==> images/met1.png <==
Scale: 6 px per micron. Supply wires on this layer in grey.
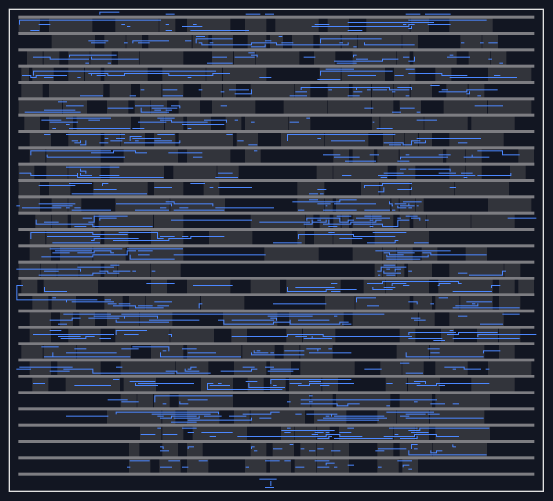
==> images/met2.png <==
Scale: 6 px per micron.
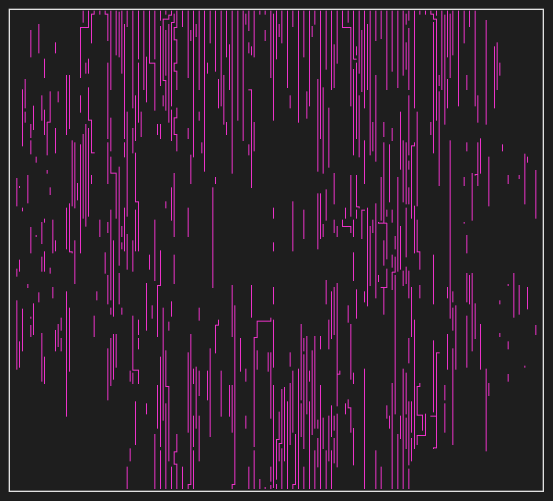
==> images/met3.png <==
Scale: 6 px per micron.
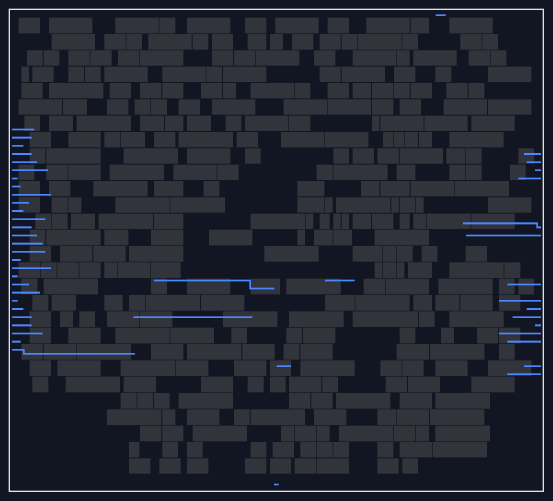
<file path="config.mk">
export PLATFORM = sky130hd
export DESIGN_NAME = control_sequencer
export DESIGN_NICKNAME = d
export VERILOG_FILES = /design/src/rtl/control_pkg.sv /design/src/rtl/fetch_timeout_counter.sv /design/src/rtl/control_sequencer.sv
export SDC_FILE = /design/constraint.sdc
export NUM_CORES = 1
export LEC_CHECK = 0
export CAP_MARGIN = 20
export CORE_ASPECT_RATIO = 0.9
export CORE_UTILIZATION = 33
export DETAILED_ROUTE_END_ITERATION = 7
export PLACE_DENSITY = 0.78
export SYNTH_ARGS = -nofsm -noshare
export SYNTH_HDL_FRONTEND = slang
export SYNTH_SLANG_ARGS = --single-unit
</file>
<file path="constraint.sdc">
create_clock -name clock -period 1.4 [get_ports clock]
set_input_delay 0.14 -clock clock [delete_from_list [all_inputs] [get_ports clock]]
set_output_delay 0.14 -clock clock [all_outputs]
set_load 0.05 [all_outputs]
</file>
<file path="src/rtl/control_pkg.sv">
// rtl/control_pkg.sv - shared phase type, control-word layout and constants for control_sequencer
//
// Purpose: types and constants shared by control_sequencer and its sub-module.
// Contents:
//   phase_t        - sequencer phase (FETCH, EXECUTE, HALT, FAULT, STEP_WAIT)
//   CW_*           - bit indices into the 33-bit control word
//   PC_FS_*        - program-counter function-select encodings
//   FETCH_WORD     - control word driven while fetching (PC hold, RAM read)
//   UDF_ENCODING   - instruction word that halts the sequencer
package control_pkg;

  typedef enum logic [2:0] {
    FETCH     = 3'd0,
    EXECUTE   = 3'd1,
    HALT      = 3'd2,
    FAULT     = 3'd3,
    STEP_WAIT = 3'd4
  } phase_t;

  localparam int CW_WIDTH     = 33;
  localparam int CW_ALU_EN    = 32;
  localparam int CW_ALU_B_SEL = 31;
  localparam int CW_ALU_FS_LSB = 26;
  localparam int CW_RF_B_EN   = 25;
  localparam int CW_SA_LSB    = 20;
  localparam int CW_SB_LSB    = 15;
  localparam int CW_DA_LSB    = 10;
  localparam int CW_RF_WR     = 9;
  localparam int CW_RAM_EN    = 8;
  localparam int CW_RAM_WR    = 7;
  localparam int CW_PC_EN     = 6;
  localparam int CW_PC_FS_MSB = 5;
  localparam int CW_PC_FS_LSB = 4;
  localparam int CW_PC_SEL    = 3;
  localparam int CW_STATUS_LD = 2;
  localparam int CW_NS_MSB    = 1;
  localparam int CW_NS_LSB    = 0;

  localparam logic [1:0] PC_FS_HOLD   = 2'b00;
  localparam logic [1:0] PC_FS_INC    = 2'b01;
  localparam logic [1:0] PC_FS_BRANCH = 2'b11;

  // PC enabled with hold function and RAM enabled for read; everything else off.
  localparam logic [CW_WIDTH-1:0] FETCH_WORD =
      (33'd1 << CW_PC_EN) | (33'd1 << CW_RAM_EN) |
      ({31'd0, PC_FS_HOLD} << CW_PC_FS_LSB);

  localparam logic [31:0] UDF_ENCODING = 32'h0000_0000;

endpackage

</file>
<file path="src/rtl/fetch_timeout_counter.sv">
// rtl/fetch_timeout_counter.sv - cycle counter bounding how long a fetch may wait for memory
//
// Purpose: counts fetch cycles spent without mem_ready and flags the cycle on
// which the count reaches LIMIT.
// Ports:
//   clock   in  1      system clock, rising edge
//   reset   in  1      asynchronous, active-low
//   clear   in  1      return count to zero (has priority over enable)
//   enable  in  1      count this cycle
//   expired out 1      this enabled cycle brings the count to LIMIT
module fetch_timeout_counter #(
  parameter int LIMIT = 15,
  parameter int WIDTH = 4
) (
  input  logic clock,
  input  logic reset,
  input  logic clear,
  input  logic enable,
  output logic expired
);

  logic [WIDTH-1:0] r_count;

  always_ff @(posedge clock or negedge reset) begin
    if (!reset) begin
      r_count <= '0;
    end else if (clear) begin
      r_count <= '0;
    end else if (enable) begin
      r_count <= r_count + 1'b1;
    end
  end

  // Flag the cycle whose increment would take the count to LIMIT, so the
  // LIMIT-th waiting cycle is the last one tolerated.
  assign expired = enable && (r_count == WIDTH'(LIMIT - 1));

endmodule

</file>
<file path="src/rtl/control_sequencer.sv">
// rtl/control_sequencer.sv - fetch/execute sequencer feeding opcode decoders and the datapath
//
// Purpose: fetches instructions over a request/ready handshake, holds the
// instruction register, micro-state and status flags for the decoders, and
// forwards the selected decoder's control word to the datapath.
// Optional feature: CONTROL_SEQUENCER_SINGLE_STEP_EN adds a step input and a
// STEP_WAIT phase between instructions (and after reset).
// Ports:
//   clock               in  1   system clock, rising edge
//   reset               in  1   asynchronous, active-low
//   step                in  1   (single-step build only) release STEP_WAIT
//   instr_in            in  32  RAM data bus
//   mem_ready           in  1   RAM has valid instr_in this cycle
//   decoder_controlword in  33  control word from the selected decoder
//   status_in           in  5   ALU flags
//   instruction         out 32  instruction register
//   state               out 2   micro-state
//   status              out 5   registered flags
//   controlword         out 33  word driven to the datapath
//   mem_request         out 1   fetch request to RAM
//   halted              out 1   HALT reached
//   fault               out 1   fetch timeout
module control_sequencer
  import control_pkg::*;
#(
  parameter int FETCH_TIMEOUT = 15,
  parameter int TIMEOUT_WIDTH = 4
) (
  input  logic                clock,
  input  logic                reset,
`ifdef CONTROL_SEQUENCER_SINGLE_STEP_EN
  input  logic                step,
`endif
  input  logic [31:0]         instr_in,
  input  logic                mem_ready,
  input  logic [CW_WIDTH-1:0] decoder_controlword,
  input  logic [4:0]          status_in,
  output logic [31:0]         instruction,
  output logic [1:0]          state,
  output logic [4:0]          status,
  output logic [CW_WIDTH-1:0] controlword,
  output logic                mem_request,
  output logic                halted,
  output logic                fault
);

`ifdef CONTROL_SEQUENCER_SINGLE_STEP_EN
  localparam phase_t IDLE_PHASE = STEP_WAIT;
`else
  localparam phase_t IDLE_PHASE = FETCH;
`endif

  phase_t      r_phase;
  logic [31:0] r_instruction;
  logic [1:0]  r_state;
  logic [4:0]  r_status;

  logic        w_in_fetch;
  logic        w_expired;
  logic [1:0]  w_next_state;

  assign w_in_fetch   = (r_phase == FETCH);
  assign w_next_state = decoder_controlword[CW_NS_MSB:CW_NS_LSB];

  // Counter only runs while a fetch is waiting; any other phase or a completed
  // handshake returns it to zero.
  fetch_timeout_counter #(
    .LIMIT (FETCH_TIMEOUT),
    .WIDTH (TIMEOUT_WIDTH)
  ) u_timeout (
    .clock   (clock),
    .reset   (reset),
    .clear   (!w_in_fetch || mem_ready),
    .enable  (w_in_fetch && !mem_ready),
    .expired (w_expired)
  );

  always_ff @(posedge clock or negedge reset) begin
    if (!reset) begin
      r_phase       <= IDLE_PHASE;
      r_instruction <= '0;
      r_state       <= 2'b00;
      r_status      <= '0;
    end else begin
      case (r_phase)
        FETCH: begin
          // A ready on the timeout cycle still completes the fetch.
          if (mem_ready) begin
            r_instruction <= instr_in;
            r_state       <= 2'b00;
            r_phase       <= (instr_in == UDF_ENCODING) ? HALT : EXECUTE;
          end else if (w_expired) begin
            r_phase <= FAULT;
          end
        end
        EXECUTE: begin
          if (decoder_controlword[CW_STATUS_LD]) begin
            r_status <= status_in;
          end
          if (w_next_state == 2'b00) begin
            r_state <= 2'b00;
            r_phase <= IDLE_PHASE;
          end else begin
            r_state <= w_next_state;
          end
        end
        HALT:  r_phase <= HALT;
        FAULT: r_phase <= FAULT;
`ifdef CONTROL_SEQUENCER_SINGLE_STEP_EN
        STEP_WAIT: begin
          if (step) begin
            r_phase <= FETCH;
          end
        end
`endif
        default: r_phase <= IDLE_PHASE;
      endcase
    end
  end

  // Outputs decode the registered phase; the control word also passes the
  // decoder word through in EXECUTE and signals PC+4 on the ready cycle.
  always_comb begin
    controlword = '0;
    case (r_phase)
      FETCH: begin
        controlword = FETCH_WORD;
        if (mem_ready) begin
          controlword[CW_PC_FS_MSB:CW_PC_FS_LSB] = PC_FS_INC;
        end
      end
      EXECUTE: controlword = decoder_controlword;
      default: controlword = '0;
    endcase
  end

  assign mem_request = w_in_fetch;
  assign halted      = (r_phase == HALT);
  assign fault       = (r_phase == FAULT);
  assign instruction = r_instruction;
  assign state       = r_state;
  assign status      = r_status;

endmodule

</file>
==> results_dict.tcl <==
# collected from the flow reports
set metrics [dict create \
    nets 403 \
    antenna_found_initial 0 \
    ys_top_cells_by_count "dfrtp_1 (45), and2_1 (30), mux2_4 (29)" \
    lay_top_count "clkdlybuf4s50_1" \
    clock.fmax_mhz 631.4 \
    place_area_sq_um 4233 \
    rrSetupSlack_ns -0.08 \
    p_per_area_nw_per_um2 1955 \
    crit_path_end "controlword[31]" \
    cts_tree "yes" \
    wl_per_cell_microns 14.55 \
    warning_count 30 \
    drv_cap 0 \
    gp_congestion 0.7411 \
    worst_setup_path_end_kind "output port" \
    post-cts-setup-buffer-count 1 \
    fp_util 0.3413 \
    ioPinCount 148 \
    yosys_warnings 0 \
    violations "negative setup slack" \
    worstReg2RegEnd "instruction[29]$_DFFE_PN0P_" \
    synth_top_area_share 0.5036 \
    cts-root-buf "clkbuf_8" \
    cts.clk_slew.worst_paths_ns 0.09 \
    synthDistinctLibCells 29 \
    worst_slack_ns -0.1837 \
    final_cell_mix "clkdlybuf4s50_1 (71), dfrtp_1 (45), buf_12 (45), buf_4 (45), mux2_4 (29)" \
    powerSeq_mw 2.09 \
    start_kind "flop" \
    ctsHoldBuffers 1 \
    maxSlewViolCount 0 \
    post-route-util 0.6725 \
    fin_crit_ns 1.584 \
    numCtsBuffers 5 \
    groute.usage.overall 0.1702 \
    setup_violations 47 \
    p_int_mw 4.780 \
    switching_power_mw 3.832 \
    status "finished with violations" \
    area_growth_pct 97.03 \
    syn-mean-instance-area_sq_um 13.55 \
]
## Picture notes: met1.png
longest straight run: 43.7 microns
main direction: horizontal
nets with wire on the layer: 327

## Picture notes: met2.png
nets with wire on the layer: 366
longest straight run: 29.8 microns
wire length on this layer: 3370 microns
Vias: 1855
drt total wl: 6097 microns
Global Route met2 Usage: 0.2931

## Picture notes: met3.png
main direction: horizontal
share of all routed wire: 3.7%
longest straight run: 19.5 microns
wire length on this layer: 228 microns
nets with wire on the layer: 46

## metal layers
metal / routed length, microns / global-route usage
met5: 0 / 0
met1: 2474 / 0.2259
met4: 25 / 0.01935
met2: 3369 / 0.2931
met3: 228 / 0.03494
## registers in the layout (all words and copies together), names as in the netlist
signal             flops
r_phase                2
instruction           32
status                 5
state                  2
u_timeout.r_count      4
## how the worst min path moves through the flow
stage | slack [ns] | end | cells after the start | from
after CTS | 0.34 | instruction[16]$_DFFE_PN0P_ | 3 | reset
after detailed placement | 0.13 | instruction[17]$_DFFE_PN0P_ | 2 | reset
after floorplan | -0.16 | instruction[0]$_DFFE_PN0P_ | 0 | reset
final | 0.35 | instruction[16]$_DFFE_PN0P_ | 3 | reset
after global placement | 0.13 | instruction[17]$_DFFE_PN0P_ | 2 | reset
after global routing | 0.40 | instruction[16]$_DFFE_PN0P_ | 3 | reset
## per-stage QoR
stage	worst slack, ns	hold slack (ns)	cells
6_report	-0.1837	0.3465	419
3_5_place_dp	-0.1600	0.1317	409
4_1_cts	-0.2044	0.3411	419
2_1_floorplan	-0.04242	-0.1556	165
3_3_place_gp	-0.1429	0.1272	409
5_1_grt	-0.2428	0.3962	419
## layout make-up
class	count	area (sq um)	share of cell area
Clock buffer	6	82.58	0.01874
Clock inverter	2	37.54	0.008520
Inverter	5	18.77	0.004260
Multi-Input combinational cell	107	1052	0.2389
Sequential cell	45	1126	0.2556
Tap cell	90	112.6	0.02556
Timing Repair Buffer	164	1976	0.4485
## cells by family after synthesis
kind of cell	after synthesis	share of synthesized area
flops	45	0.5036
buf+inv	13	0.04756
mux	37	0.2350
fa+ha+maj	2	0.01119
compound gates	11	0.03637
xor+xnor	2	0.007836
simple gates	55	0.1584
